==> images/ff_map.png <==
(4 px per um) Other sequential cells in the stronger gray, the rest of the logic in the fainter gray.
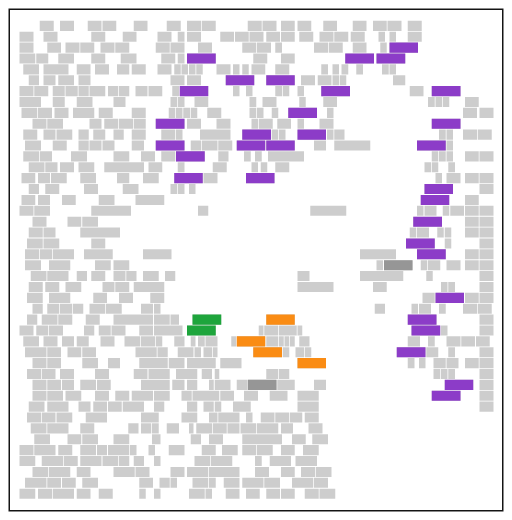
==> images/class_map.png <==
(4 px per um) Fill, decap, tap and diode cells in gray.
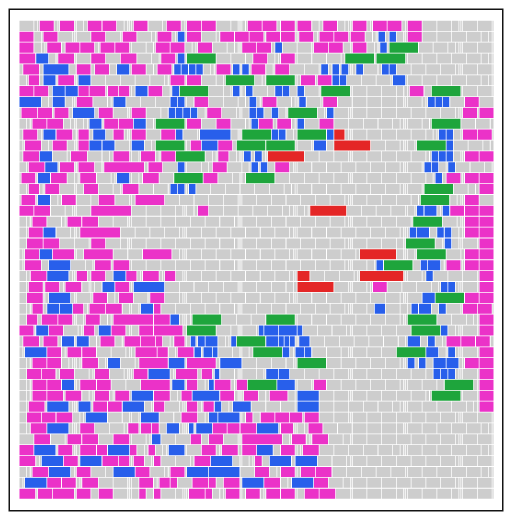
===== src/rtl/dm_bus_arbiter_pkg.sv =====
// dm_bus_arbiter_pkg
// Shared constants for the data-memory bus arbiter:
//   - address map window bounds (DM, TC1, TC2, interrupt controller)
//   - bus owner state encoding used by the arbiter's state register
//   - an address-window membership helper
package dm_bus_arbiter_pkg;

    // Address map of the data-side bus.
    localparam logic [31:0] DM_BASE  = 32'h0000_0000;
    localparam logic [31:0] DM_TOP   = 32'h0000_2FFF;
    localparam logic [31:0] TC1_BASE = 32'h0000_7F00;
    localparam logic [31:0] TC1_TOP  = 32'h0000_7F0B;
    localparam logic [31:0] TC2_BASE = 32'h0000_7F10;
    localparam logic [31:0] TC2_TOP  = 32'h0000_7F1B;
    localparam logic [31:0] INT_BASE = 32'h0000_7F20;
    localparam logic [31:0] INT_TOP  = 32'h0000_7F23;

    // Who was granted the bus in the previous cycle.
    typedef enum logic [1:0] {
        OWN_IDLE       = 2'd0,
        OWN_CPU        = 2'd1,
        OWN_DMA        = 2'd2,
        OWN_DMA_LOCKED = 2'd3
    } owner_t;

    // Inclusive window test done as one unsigned compare: an address below
    // lo wraps around to a huge offset and so also lands outside the window.
    function automatic logic in_window(input logic [31:0] addr,
                                       input logic [31:0] lo,
                                       input logic [31:0] hi);
        return (addr - lo) <= (hi - lo);
    endfunction

endpackage


===== src/rtl/dm_bus_arbiter_arb_pick.sv =====
// dm_bus_arbiter_arb_pick (arb_pick)
// Combinational two-requester round-robin picker with a lock override.
// Ports:
//   req_cpu, req_dma : valid requests this cycle
//   lock_hold        : DMA holds a locked burst that has not used up its quota
//   last_cpu         : the previous grant went to the CPU
//   gnt[1:0]         : one-hot grant, bit 0 = CPU, bit 1 = DMA
module dm_bus_arbiter_arb_pick (
    input  logic       req_cpu,
    input  logic       req_dma,
    input  logic       lock_hold,
    input  logic       last_cpu,
    output logic [1:0] gnt
);

    // On contention the DMA wins only while its lock is honoured or when the
    // CPU had the bus last; an idle or DMA history hands the slot to the CPU.
    always_comb begin
        gnt = 2'b00;
        if (req_cpu && req_dma) begin
            if (lock_hold || last_cpu) begin
                gnt = 2'b10;
            end else begin
                gnt = 2'b01;
            end
        end else if (req_cpu) begin
            gnt = 2'b01;
        end else if (req_dma) begin
            gnt = 2'b10;
        end
    end

endmodule


===== src/rtl/dm_bus_arbiter.sv =====
// dm_bus_arbiter
// Shares the data-memory/peripheral bus between the CPU M-stage port and a
// DMA block-copy requester. At most one access per cycle; grant, bus drive and
// CPU read data are all in the request cycle. DMA is confined to the DM window
// and its locked bursts are capped at MAX_BURST while the CPU waits.
// Ports:
//   clk, reset                 : clock, synchronous active-high reset
//   cpu_req/addr/wdata/byteen  : CPU access (byteen 0 = read)
//   cpu_rdata, cpu_stall       : CPU read data and pipeline freeze
//   dma_req/lock/addr/wdata/byteen : DMA access and burst lock request
//   dma_gnt                    : DMA access performed this cycle
//   dma_rdata, dma_rvalid      : DMA read data, one cycle after the grant
//   dma_err                    : pulse one cycle after an out-of-window request
//   bus_addr/wdata/byteen/rdata: bridge side
module dm_bus_arbiter
    import dm_bus_arbiter_pkg::*;
#(
    parameter int          MAX_BURST = 8,
    parameter int          BURST_W   = 4,
    parameter logic [31:0] DM_START  = 32'h0000_0000,
    parameter logic [31:0] DM_END    = 32'h0000_2FFF
) (
    input  logic        clk,
    input  logic        reset,
    input  logic        cpu_req,
    input  logic [31:0] cpu_addr,
    input  logic [31:0] cpu_wdata,
    input  logic [3:0]  cpu_byteen,
    output logic [31:0] cpu_rdata,
    output logic        cpu_stall,
    input  logic        dma_req,
    input  logic        dma_lock,
    input  logic [31:0] dma_addr,
    input  logic [31:0] dma_wdata,
    input  logic [3:0]  dma_byteen,
    output logic        dma_gnt,
    output logic [31:0] dma_rdata,
    output logic        dma_rvalid,
    output logic        dma_err,
    output logic [31:0] bus_addr,
    output logic [31:0] bus_wdata,
    output logic [3:0]  bus_byteen,
    input  logic [31:0] bus_rdata
);

    localparam logic [BURST_W-1:0] BURST_MAX = BURST_W'(MAX_BURST);

    owner_t             owner;
    logic [BURST_W-1:0] bcnt;
    logic               dma_ok;
    logic               cpu_gnt;
    logic               lock_hold;
    logic               last_cpu;
    logic [1:0]         gnt;

    // An out-of-window DMA request is treated as no request at all.
    assign dma_ok    = dma_req & in_window(dma_addr, DM_START, DM_END);
    assign lock_hold = (owner == OWN_DMA_LOCKED) && (bcnt < BURST_MAX);
    assign last_cpu  = (owner == OWN_CPU);

    dm_bus_arbiter_arb_pick u_pick (
        .req_cpu   (cpu_req),
        .req_dma   (dma_ok),
        .lock_hold (lock_hold),
        .last_cpu  (last_cpu),
        .gnt       (gnt)
    );

    assign cpu_gnt   = gnt[0];
    assign dma_gnt   = gnt[1];
    assign cpu_stall = cpu_req & ~cpu_gnt;
    assign cpu_rdata = bus_rdata;

    // Bus mux. With no grant the bus sees a harmless read at the CPU address.
    always_comb begin
        bus_addr   = cpu_addr;
        bus_wdata  = 32'h0;
        bus_byteen = 4'h0;
        if (cpu_gnt) begin
            bus_wdata  = cpu_wdata;
            bus_byteen = cpu_byteen;
        end else if (dma_gnt) begin
            bus_addr   = dma_addr;
            bus_wdata  = dma_wdata;
            bus_byteen = dma_byteen;
        end
    end

    // Owner state, burst counter and registered DMA responses. The burst count
    // only survives consecutive locked DMA grants and saturates at the cap so a
    // lone DMA can keep the bus, while a waiting CPU is let in at the cap.
    always_ff @(posedge clk) begin
        if (reset) begin
            owner      <= OWN_IDLE;
            bcnt       <= '0;
            dma_rvalid <= 1'b0;
            dma_err    <= 1'b0;
            dma_rdata  <= 32'h0;
        end else begin
            dma_err    <= dma_req & ~dma_ok;
            dma_rvalid <= dma_gnt & (dma_byteen == 4'h0);
            if (dma_gnt && (dma_byteen == 4'h0)) begin
                dma_rdata <= bus_rdata;
            end
            if (cpu_gnt) begin
                owner <= OWN_CPU;
            end else if (dma_gnt) begin
                owner <= dma_lock ? OWN_DMA_LOCKED : OWN_DMA;
            end else begin
                owner <= OWN_IDLE;
            end
            if (dma_gnt && dma_lock) begin
                if (bcnt != BURST_MAX) begin
                    bcnt <= bcnt + 1'b1;
                end
            end else begin
                bcnt <= '0;
            end
        end
    end

endmodule


===== config.mk =====
export PLATFORM = sky130hd
export DESIGN_NAME = dm_bus_arbiter
export DESIGN_NICKNAME = d
export VERILOG_FILES = /design/src/rtl/dm_bus_arbiter_pkg.sv /design/src/rtl/dm_bus_arbiter_arb_pick.sv /design/src/rtl/dm_bus_arbiter.sv
export SDC_FILE = /design/constraint.sdc
export NUM_CORES = 1
export LEC_CHECK = 0
export CORE_AREA = 2 2 121 123
export CTS_CLUSTER_SIZE = 24
export DETAILED_ROUTE_END_ITERATION = 8
export DIE_AREA = 0 0 123 125
export MAX_ROUTING_LAYER = met4
export SLEW_MARGIN = 20
export SYNTH_ARGS = -nofsm -noshare
export SYNTH_HDL_FRONTEND = slang
export SYNTH_HIERARCHICAL = 1
export SYNTH_SLANG_ARGS = --single-unit
export TNS_END_PERCENT = 50

===== constraint.sdc =====
create_clock -name clk -period 3.2 [get_ports clk]
set_input_delay 0.64 -clock clk [delete_from_list [all_inputs] [get_ports clk]]
set_output_delay 0.64 -clock clk [all_outputs]
set_load 0.02 [all_outputs]

==> results.yml <==
# generated from flow reports
synth:
  ys_seq_share: 0.2975
  synth_async_sr_flop_share: 0
  postSynth.topFlopCell: "sky130_fd_sc_hd__dfxtp_1"
  post_synth_instance_area_um2: 2691
  synth.top_cell.area_share: 0.2975
critical_path:
  worstPathArrival_ns: 2.66
  timing.critical_path.mode_cell: "sky130_fd_sc_hd__buf_12"
run:
  log.warning_count: 29
floorplan:
  height_of_the_die_um: 125
  initial_utilization: 0.1895
  die_width_um: 123
  nWellTaps: 184
drt:
  wl_met2_um: 8128
final_timing:
  slew_headroom: 0.5629
  setup_ws_ns: -0.1045
  tns_ns: -2.096
  tightestPinTransition_ns: 0.6537
  grt_setup_unrepaired: "yes"
  setup_viol: 52
  timing.fmax_mhz: 302.6
global_route:
  grt_util_all_layers: 0.1847
  global_route.usage.met3: 0.03650
cells_and_area:
  clkbuf_count: 5
  num-multi-input-gates: 202
  layout.sequential_cells: 40
  comb-cell-share: 0.2514
  layout_top_cells: "sky130_fd_sc_hd__clkdlybuf4s50_1 (218), sky130_fd_sc_hd__buf_6 (69), sky130_fd_sc_hd__dfxtp_1 (40)"
power_and_ir_drop:
  seqPwrFrac: 0.303
  internal_power_uw: 1226
  seq_cell_power_uw: 500
clock_tree:
  cts.clk_slew.worst_paths_ns: 0.06
  cts.sinks: 40
  clk_root_buffer_cell: "sky130_fd_sc_hd__clkbuf_16"
  cts.path.max_buffers: 2
outcome:
  violations: "negative setup slack"
  status: "complete, but fails checks"
Notes on ff_map.png above:
Key: orange = bcnt [placed flops 4]; purple = dma_rdata [placed flops 32]; green = owner [placed flops 2]
fraction of area in registers: 0.1221
sequential cell area: 800.8 um^2

Notes on class_map.png above:
Key: blue = remaining logic cells [cells 206, share of their area 26%]; magenta = remaining buffers and delay cells [cells 357, share of their area 58%]; green = registers [cells 40, share of their area 13%]; red = clock drivers and dummy loads [cells 8, share of their area 2.7%]
total non-filler cell area in the finished layout: 6559 um^2
post-route core utilization: 0.4618
area of the core region: 14200 um^2
Std-Cell Rows: 44

